<file path="config.mk">
export PLATFORM = sky130hd
export DESIGN_NAME = sprite_addr_gen_flat
export DESIGN_NICKNAME = d
export VERILOG_FILES = /design/src/rtl/sprite_if.sv /design/src/rtl/sprite_addr_gen.sv /design/src/flat_wrapper.sv
export SDC_FILE = /design/constraint.sdc
export NUM_CORES = 1
export LEC_CHECK = 0
export CAP_MARGIN = 20
export CORE_ASPECT_RATIO = 0.9
export CORE_MARGIN = 2
export CORE_UTILIZATION = 30
export DETAILED_ROUTE_END_ITERATION = 8
export GPL_TIMING_DRIVEN = 0
export PLACE_DENSITY_LB_ADDON = 0.05
export REMOVE_ABC_BUFFERS = 1
export SLEW_MARGIN = 20
export SYNTH_ARGS = -nofsm -noshare
export SYNTH_HDL_FRONTEND = slang
export SYNTH_SLANG_ARGS = --single-unit
</file>
<file path="constraint.sdc">
create_clock -name clk -period 9.8 [get_ports clk]
set_clock_uncertainty 0.1 [all_clocks]
set_input_delay 1.96 -clock clk [delete_from_list [all_inputs] [get_ports clk]]
set_output_delay 1.96 -clock clk [all_outputs]
set_load 0.03 [all_outputs]
</file>
<file path="src/rtl/sprite_if.sv">
// Bundles the VGA-timing inputs, sprite position and address/progress outputs
// of the sprite address generator.
interface sprite_if;
  logic        frame_start;
  logic        line_start;
  logic        de;
  logic [10:0] h_cnt;
  logic [10:0] v_cnt;
  logic [10:0] pos_x;
  logic [10:0] pos_y;
  logic [15:0] rom_addr16;
  logic [15:0] pix_cnt;
  logic        pix_vld;
  logic        frame_done;

  modport master (
    output frame_start, line_start, de, h_cnt, v_cnt, pos_x, pos_y,
    input  rom_addr16, pix_cnt, pix_vld, frame_done
  );

  modport slave (
    input  frame_start, line_start, de, h_cnt, v_cnt, pos_x, pos_y,
    output rom_addr16, pix_cnt, pix_vld, frame_done
  );
endinterface

</file>
<file path="src/rtl/sprite_addr_gen.sv">
// Sprite ROM address and box-pixel counter for a BOX_W x BOX_H sprite placed at
// a per-frame latched screen position.
//
//   state  | meaning
//   IDLE   | out of reset, waiting for the first frame_start; nothing counted
//   ACTIVE | frame in progress, box pixels addressed and counted
//   DONE   | last box pixel addressed; ignore pixels until next frame_start
module sprite_addr_gen #(
  parameter int BOX_W = 200,
  parameter int BOX_H = 200
) (
  input  logic     clk,
  input  logic     rst_n,
  sprite_if.slave  sif
);

  typedef enum logic [1:0] {IDLE, ACTIVE, DONE} state_t;

  localparam logic [10:0] W11      = 11'(BOX_W);
  localparam logic [10:0] H11      = 11'(BOX_H);
  localparam logic [10:0] W11_LAST = 11'(BOX_W - 1);
  localparam logic [10:0] H11_LAST = 11'(BOX_H - 1);
  localparam logic [15:0] W16      = 16'(BOX_W);

  state_t      state_q, state_d;
  logic [10:0] px_q, px_d;
  logic [10:0] py_q, py_d;
  logic [15:0] row_base_q, row_base_d;
  logic        row_hit_q, row_hit_d;
  logic [15:0] rom_addr_q, rom_addr_d;
  logic [15:0] pix_cnt_q, pix_cnt_d;
  logic        addr_upd_q, addr_upd_d;
  logic        pix_vld_q, pix_vld_d;
  logic        frame_done_q, frame_done_d;

  logic [10:0] dx, dy;
  logic        in_box, hit, last_px;
  logic [15:0] base_eff;

  // Unsigned wrap makes pixels left of / above the box compare as huge.
  always_comb begin
    dx       = sif.h_cnt - px_q;
    dy       = sif.v_cnt - py_q;
    in_box   = sif.de & (dx < W11) & (dy < H11);
    base_eff = (sif.line_start && row_hit_q) ? row_base_q + W16 : row_base_q;
    hit      = in_box & (state_q == ACTIVE) & ~sif.frame_start;
    last_px  = hit & (dx == W11_LAST) & (dy == H11_LAST);
  end

  always_ff @(posedge clk or negedge rst_n) begin
    if (!rst_n) state_q <= IDLE;
    else        state_q <= state_d;
  end

  always_comb begin
    state_d = state_q;
    if (sif.frame_start) state_d = ACTIVE;
    else if (last_px)    state_d = DONE;
  end

  always_comb begin
    px_d         = px_q;
    py_d         = py_q;
    row_base_d   = row_base_q;
    row_hit_d    = row_hit_q;
    rom_addr_d   = rom_addr_q;
    pix_cnt_d    = pix_cnt_q;
    frame_done_d = 1'b0;
    addr_upd_d   = hit;
    pix_vld_d    = addr_upd_q;
    if (sif.frame_start) begin
      px_d       = sif.pos_x;
      py_d       = sif.pos_y;
      row_base_d = '0;
      row_hit_d  = 1'b0;
      pix_cnt_d  = '0;
    end else begin
      row_base_d = base_eff;
      row_hit_d  = (row_hit_q & ~sif.line_start) | in_box;
      if (hit) begin
        rom_addr_d   = base_eff + {5'b0, dx};
        pix_cnt_d    = (pix_cnt_q == 16'hFFFF) ? pix_cnt_q : pix_cnt_q + 16'd1;
        frame_done_d = last_px;
      end
    end
  end

  always_ff @(posedge clk or negedge rst_n) begin
    if (!rst_n) begin
      px_q         <= '0;
      py_q         <= '0;
      row_base_q   <= '0;
      row_hit_q    <= 1'b0;
      rom_addr_q   <= '0;
      pix_cnt_q    <= '0;
      addr_upd_q   <= 1'b0;
      pix_vld_q    <= 1'b0;
      frame_done_q <= 1'b0;
    end else begin
      px_q         <= px_d;
      py_q         <= py_d;
      row_base_q   <= row_base_d;
      row_hit_q    <= row_hit_d;
      rom_addr_q   <= rom_addr_d;
      pix_cnt_q    <= pix_cnt_d;
      addr_upd_q   <= addr_upd_d;
      pix_vld_q    <= pix_vld_d;
      frame_done_q <= frame_done_d;
    end
  end

  assign sif.rom_addr16 = rom_addr_q;
  assign sif.pix_cnt    = pix_cnt_q;
  assign sif.pix_vld    = pix_vld_q;
  assign sif.frame_done = frame_done_q;

endmodule

</file>
<file path="src/flat_wrapper.sv">
// flat-port wrapper written by rule: the top's interface ports become plain ports
module sprite_addr_gen_flat 
#(
  parameter int BOX_W = 200,
  parameter int BOX_H = 200
)
  (clk, rst_n, sif_frame_start, sif_line_start, sif_de, sif_h_cnt, sif_v_cnt, sif_pos_x, sif_pos_y, sif_rom_addr16, sif_pix_cnt, sif_pix_vld, sif_frame_done);
  sprite_if sif_i ();
  input  logic clk;
  input  logic rst_n;
  input wire logic [$bits(sif_i.frame_start)-1:0] sif_frame_start;
  input wire logic [$bits(sif_i.line_start)-1:0] sif_line_start;
  input wire logic [$bits(sif_i.de)-1:0] sif_de;
  input wire logic [$bits(sif_i.h_cnt)-1:0] sif_h_cnt;
  input wire logic [$bits(sif_i.v_cnt)-1:0] sif_v_cnt;
  input wire logic [$bits(sif_i.pos_x)-1:0] sif_pos_x;
  input wire logic [$bits(sif_i.pos_y)-1:0] sif_pos_y;
  output wire logic [$bits(sif_i.rom_addr16)-1:0] sif_rom_addr16;
  output wire logic [$bits(sif_i.pix_cnt)-1:0] sif_pix_cnt;
  output wire logic [$bits(sif_i.pix_vld)-1:0] sif_pix_vld;
  output wire logic [$bits(sif_i.frame_done)-1:0] sif_frame_done;
  assign sif_i.frame_start = sif_frame_start;
  assign sif_i.line_start = sif_line_start;
  assign sif_i.de = sif_de;
  assign sif_i.h_cnt = sif_h_cnt;
  assign sif_i.v_cnt = sif_v_cnt;
  assign sif_i.pos_x = sif_pos_x;
  assign sif_i.pos_y = sif_pos_y;
  assign sif_rom_addr16 = sif_i.rom_addr16;
  assign sif_pix_cnt = sif_i.pix_cnt;
  assign sif_pix_vld = sif_i.pix_vld;
  assign sif_frame_done = sif_i.frame_done;
  sprite_addr_gen #(.BOX_W(BOX_W), .BOX_H(BOX_H)) u_core (.clk(clk), .rst_n(rst_n), .sif(sif_i));
endmodule
</file>
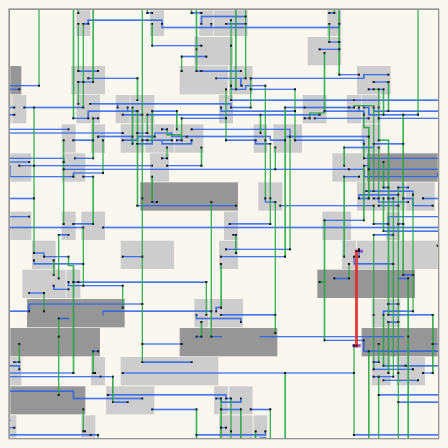
Run 1: layout detail
Window x 15 to 55, y 74 to 114 um. Cells in grey, sequential cells in the stronger grey; small squares are vias.
- metal 2: green
- metal 3: purple
- metal 4: red
- metal 1: blue
- sequential cells in the window: 8
- netlist names of flops here include: u_core.sif.pix_cnt (6), u_core.py_q (2)
- cells with their middle in the window: 70
- most frequent: nor2_1 (10), nand2_1 (8), dfrtp_1 (8)

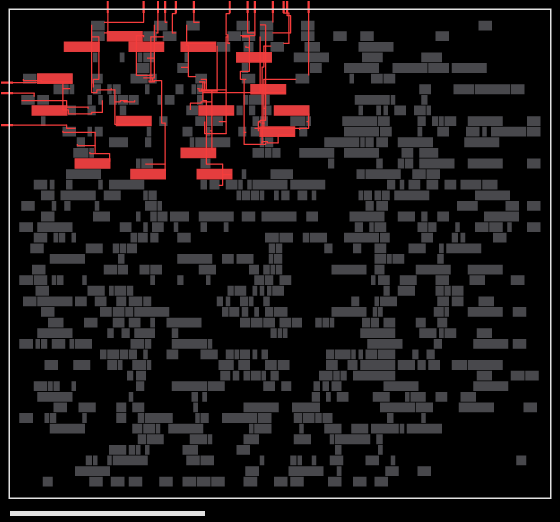
Run 1: I/O nets highlighted
The bar under the picture is 50 um long.
- sif_pix_cnt: red (bits 16; direction output; edge 13 north, 3 west; end cells 16; buffers 16; wire 716 um)

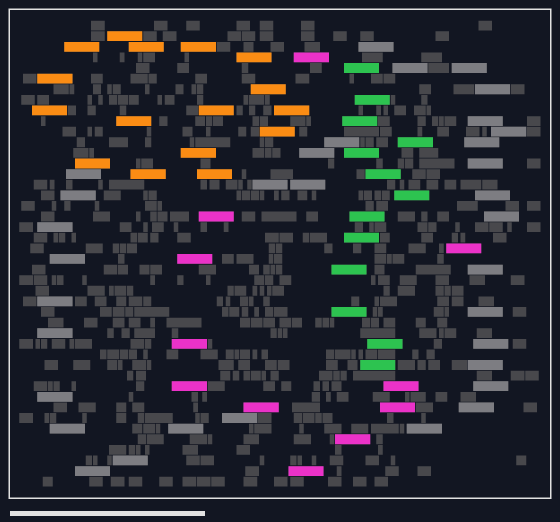
Run 1: register map, names as in the netlist
The bar under the picture is 50 um long.
- u_core.row_base_q: green (placed flops 13)
- u_core.px_q: magenta (placed flops 11)
- u_core.sif.pix_cnt: orange (placed flops 16)
- not coloured: 33

[run 1: registers in the layout (all words and copies together), names as in the netlist]
register,flops
u_core.sif.pix_vld,1
u_core.addr_upd_q,1
u_core.sif.pix_cnt,16
u_core.row_base_q,13
u_core.row_hit_q,1
u_core.px_q,11
u_core.py_q,11
u_core.sif.rom_addr16,16
u_core.sif.frame_done,1
u_core.state_q,2
[run 1: layout by cell type, fill, tap and decap left out, drive strengths merged, types with 3 or more instances in the layout]
master         Yosys  routed
nand2b             4       4
and2              13      13
buf                7       4
o21bai             3       3
and3               8       8
nand3b             5       5
or4b               4       4
o31a               4       4
or3                6       6
nor4               6       6
nand4b             4       4
mux2i              7       7
nor2b              9       9
or4                4       4
xnor2             33      33
xor2              11      11
ha                30      30
nor2              40      40
o2111ai            5       5
o21ai             28      28
nand2             43      43
clkbuf            14      11
inv               36      37
nand3             10      10
nand4              5       5
o21a               4       4
nor3              10      10
mux2              22      22
a31oi              3       3
o31ai              4       4
clkdlybuf4s50      0      80
or2                3       3
a21o              11      11
a21oi             25      25
dfrtp             73      73
[run 1: layout make-up]
cell class | instances | area, um2 | share of cell area, %
well taps | 207 | 259 | 4.17
multi-input cells | 394 | 2820 | 45.5
clock buffers | 11 | 253 | 4.07
repair buffers | 84 | 847 | 13.6
flip-flops and latches | 73 | 1830 | 29.4
inverters | 36 | 135 | 2.18
clock inverters | 5 | 62.6 | 1.01
[run 1: through the flow]
step	std cells	hold slack, ns	util (%)
4_1_cts	809	0.251	38.7
2_1_floorplan	503	0.231	-
3_3_place_gp	792	0.235	36.6
6_report	810	0.247	38.7
3_5_place_dp	793	0.236	36.7
5_1_grt	810	0.261	38.7
==> results_dict.tcl, run 1 <==
# collected from the flow reports
set metrics [dict create \
    crit_slowest_cell "or4b_4" \
    fin_crit_ns 6.77 \
    die-area_um2 17300 \
    cts.clk_slew.worst_paths_ns 0.06 \
    clockBufferDepth 2 \
    critical_path_class "input port to flop" \
    crit_path_max_fanout 14 \
    seq_area_frac_synth_pct 37.4 \
    swShare_pct 30.8 \
    end_kind "flop" \
    holdBufCountCts 0 \
    combPwrFrac_pct 28.3 \
    seq_power_mw 0.330 \
    post_cts_buffers 0 \
    worstHoldStart "u_core.addr_upd_q" \
    cts_buffers 9 \
    status "finished clean" \
    pre_cts_slack_ns 2.52 \
    io_buffers 82 \
    crit_start "sif_h_cnt[0]" \
    avgViaCountPerCell 4.88 \
    area_delta_synth_final_pct 27.1 \
    max_slew_margin_pct 40.8 \
    grtUsageMet2_pct 23.2 \
    max_stage_delay_ns 0.64 \
    power.density_nw_per_um2 152 \
    cp.buffers_inverters 4 \
    core-area_um2 16000 \
    syn_area_per_cell_um2 9.32 \
    hold_path_end "u_core.sif.pix_vld" \
    globalRouteOverflowTotal 0 \
    cts_tree "built" \
    yosysWarnings 0 \
    p_clk_mw 0.347 \
    io_pins 83 \
    comb_power_mw 0.268 \
    setup_viol 0 \
    ys_sh_simple_pct 19.5 \
    reg2reg_from "u_core.px_q[0]" \
    p_leak_nw 2.70 \
    syn_inst 524 \
    cts_resized 0 \
    max-vdd-ir-drop_mv 0.0828 \
    worstPathRequired_ns 9.92 \
]
--- run 2 (diff from run 1) ---
==> constraint.sdc (replaced) <==
create_clock -name clk -period 6.9 [get_ports clk]
set_clock_uncertainty 0.1 [all_clocks]
set_input_delay 1.38 -clock clk [delete_from_list [all_inputs] [get_ports clk]]
set_output_delay 1.38 -clock clk [all_outputs]
set_load 0.03 [all_outputs]
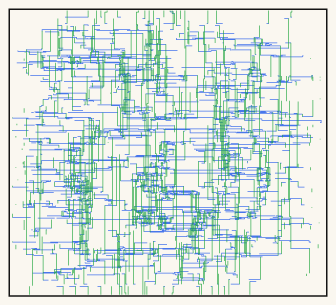
Run 2: metal layers overlaid
Two of the layers only.
- metal 1: blue (wire length 5770 um)
- metal 2: green (wire length 5520 um)

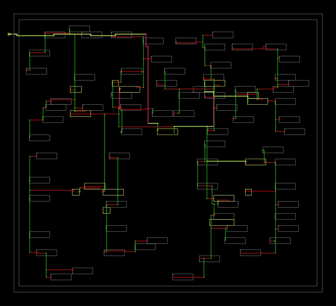
Run 2: clock routing
Flops: 73
clk ins delay skew pair: 0.34 ns

==> run 2 against run 1 <==
Cell count is the same. Via count did not move. Critical path depth unchanged. Area after synthesis unchanged. Critical path type unchanged. Largest power group unchanged. Register-to-register slack lost 2.9 ns. Worst setup slack got worse by 2.3 ns. Critical endpoint unchanged.
==> results_dict.tcl, run 2 <==
# collected from the flow reports
set metrics [dict create \
    worstPathRequired_ns 7.02 \
    power.density_nw_per_um2 216 \
    fin_util_pct 38.7 \
    globalRouteOverflowTotal 0 \
    holdBufCountCts 0 \
    syn_inst 524 \
    seq_area_frac_synth_pct 37.4 \
    place_inst 793 \
    crit_path_max_fanout 14 \
    grt_antenna_before_repair 0 \
    status "finished clean" \
    combPwrFrac_pct 28.3 \
    setup_viol 0 \
    pre_cts_slack_ns 0.196 \
    cts_buffers 9 \
    area_delta_synth_final_pct 27.1 \
    cts_resized 0 \
    yosysWarnings 0 \
    cp.buffers_inverters 4 \
    max_stage_delay_ns 0.64 \
    critical_path_class "input port to flop" \
    fin_crit_ns 6.19 \
    io_pins 83 \
    max-vdd-ir-drop_mv 0.118 \
    layout.cells.most_common "clkdlybuf4s50_1" \
    swShare_pct 30.8 \
    holdWs_ns 0.247 \
    end_kind "flop" \
    tightest_slew_ns 0.887 \
    critPathArrivalTime_ns 6.31 \
    max_slew_margin_pct 40.8 \
    layout_top_cells "80 x clkdlybuf4s50_1, 73 x dfrtp_1, 43 x nand2_1" \
    syn_area_per_cell_um2 9.32 \
    clockBufferDepth 2 \
]
-- run 2: area by class of cell --
cell class                      instances  area, um2
Inverter                               36        135
Tap cell                              207        259
Clock buffer                           11        253
Sequential cell                        73       1830
Clock inverter                          5       62.6
Fill cell                            1630       9810
Multi-Input combinational cell        394       2820
Timing Repair Buffer                   84        847
-- run 2: path summary, 6_finish.rpt --
kind / start / end / cells after the start
worst min register to register: u_core.addr_upd_q / u_core.sif.pix_vld / 0
worst max-delay path: sif_h_cnt[0] / u_core.sif.rom_addr16[1] / 15
max in group asynchronous: rst_n / u_core.sif.pix_cnt[6] / 2
min in group asynchronous: rst_n / u_core.sif.rom_addr16[8] / 1
worst min-delay path: u_core.addr_upd_q / u_core.sif.pix_vld / 0
worst max register to register: u_core.px_q[0] / u_core.sif.rom_addr16[1] / 13
-- run 2: metal layers --
metal / wire [um] / vias up / part of all wire (%) / track usage, %
li1: - / 1992 / - / -
met2: 5520 / 65 / 47 / 23.2
met3: 376 / 8 / 3.2 / 3.45
met1: 5770 / 1889 / 49 / 18.8
met4: 103 / 0 / 0.87 / 3.96
met5: 0 / - / 0 / 0
-- run 2: power groups by stage --
stage	Combinational (mW)	Sequential [mW]	Clock (mW)
floorplan	0.213	0.509	0
CTS	0.383	0.470	0.517
finish	0.380	0.469	0.492
detailed placement	0.381	0.478	0
global placement	0.378	0.476	0
global route	0.423	0.473	0.532
-- run 2: cells by family (layout without fill, tap and decap cells) --
group | count (synthesis) | in the layout | synth area share (%)
buf+inv | 57 | 136 | 4.77
mux | 29 | 29 | 6.97
fa+ha+maj | 34 | 34 | 8.92
flops | 73 | 73 | 37.4
compound gates | 107 | 107 | 14.5
simple gates | 179 | 179 | 19.5
xor+xnor | 44 | 44 | 7.89
other cells | 1 | 1 | 0.0768
--- run 3 (diff from run 2) ---
--- a/config.mk
+++ b/config.mk
@@ -8,7 +8,7 @@
 export CAP_MARGIN = 20
 export CORE_ASPECT_RATIO = 0.9
 export CORE_MARGIN = 2
-export CORE_UTILIZATION = 30
+export CORE_UTILIZATION = 54
 export DETAILED_ROUTE_END_ITERATION = 8
 export GPL_TIMING_DRIVEN = 0
 export PLACE_DENSITY_LB_ADDON = 0.05
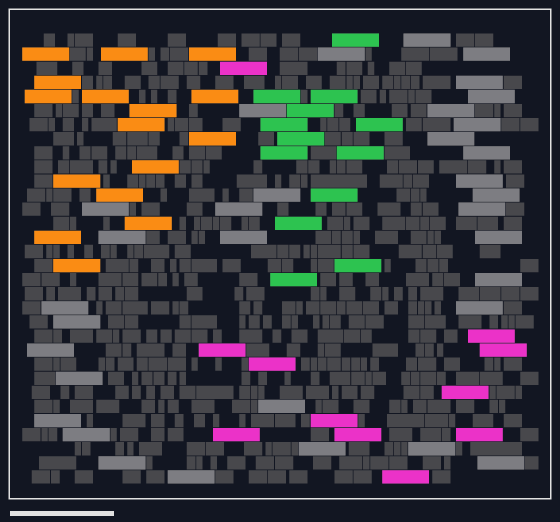
Run 3: register map, names as in the netlist
The bar under the picture is 20 um long.
- u_core.sif.pix_cnt: orange (placed flops 16; where north-west)
- u_core.row_base_q: green (placed flops 13)
- u_core.px_q: magenta (placed flops 11)

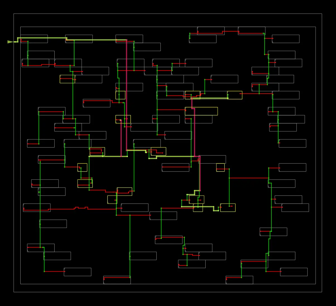
Run 3: clock routing
clk ins delay skew pair: 0.36 ns
clk sinks: 73
clk pwr: 0.362 mW
cts bufs inserted: 9
clock buf count: 10

==> run 3 against run 2 <==
Sequential power about the same. Synthesized cell count unchanged. Sequential share of layout area up 0.99 points. Register-to-register slack worse by 0.13 ns. Final area down 3.2%. Non-clock buffer count unchanged. Cell count down 11%. Largest power group is now sequential cells. Highest routed layer unchanged.
==> results_dict.tcl, run 3 <==
# collected from the flow reports
set metrics [dict create \
    status "finished clean" \
    syn_area_per_cell_um2 9.32 \
    grt_antenna_before_repair 0 \
    drt-met1-wl_um 4750 \
    routed-wl-met3_um 477 \
    worstPathRequired_ns 7.05 \
    holdWs_ns 0.262 \
    yosysWarnings 0 \
    fin_util_pct 69.1 \
    fin_crit_ns 6.29 \
    crit_path_max_fanout 17 \
    max-vdd-ir-drop_mv 0.114 \
    area_delta_synth_final_pct 23.0 \
    critical_path_class "input port to flop" \
    max_slew_margin_pct 28.6 \
    clockBufferDepth 2 \
    cp.buffers_inverters 3 \
    reg2reg_to "u_core.sif.rom_addr16[2]" \
    met2WireLength_um 5100 \
    reg2reg_from "u_core.px_q[0]" \
    io_pins 83 \
    pre_cts_slack_ns 0.241 \
    place_inst 706 \
    cts_resized 0 \
    worstHoldStart "u_core.addr_upd_q" \
    critPathArrivalTime_ns 6.44 \
    layout.cells.most_common "clkdlybuf4s50_1" \
    max_stage_delay_ns 0.89 \
    num-fill-cells 722 \
    holdBufCountCts 0 \
    tightest_slew_ns 1.07 \
]
[run 3: cell counts after synthesis]
Identical to the previous run, type by type.
[run 3: cell type report]
type	instances	area (um2)	share of cell area, %
Multi-Input combinational cell	394	2820	47.0
Sequential cell	73	1830	30.4
Timing Repair Buffer	84	861	14.3
Tap cell	119	149	2.48
Clock buffer	10	138	2.29
Inverter	36	135	2.25
Clock inverter	6	72.6	1.21
[run 3: power breakdown]
group | total (mW) | internal, mW | switching, mW
Combinational | 0.377 | 0.171 | 0.206
Sequential | 0.468 | 0.456 | 0.0119
Clock | 0.362 | 0.181 | 0.181
[run 3: routing by layer]
layer  GRT usage, %  vias up
li1               -     2001
met1           28.9     1903
met2           39.8      100
met3           3.74        9
met4           6.76        0
met5              0        -
[run 3: how the worst max path moves through the flow]
stage,start,endpoint,slack [ns],cells after the start
6_report,sif_h_cnt[0],u_core.sif.rom_addr16[2],0.61,14
5_1_grt,sif_h_cnt[0],u_core.sif.rom_addr16[5],0.31,14
4_1_cts,sif_h_cnt[0],u_core.sif.rom_addr16[2],0.59,14
3_5_place_dp,sif_h_cnt[0],u_core.sif.rom_addr16[2],0.24,14
3_3_place_gp,sif_h_cnt[0],u_core.sif.rom_addr16[1],0.25,14
2_1_floorplan,sif_h_cnt[0],u_core.sif.rom_addr16[1],1.45,13
[run 3: kinds of logic (layout without fill, tap and decap cells)]
| logic type | Yosys count | in the layout | share of synthesized area, % |
|---|---|---|---|
| other | 1 | 1 | 0.0768 |
| DFF | 73 | 73 | 37.4 |
| adders and majority gates | 34 | 34 | 8.92 |
| AOI/OAI and AO/OA | 107 | 107 | 14.5 |
| buffers and inverters | 57 | 136 | 4.77 |
| and+or+nand+nor | 179 | 179 | 19.5 |
| xor gates and xnor gates | 44 | 44 | 7.89 |
| muxes | 29 | 29 | 6.97 |
Power is estimated from default activity; no workload was simulated.
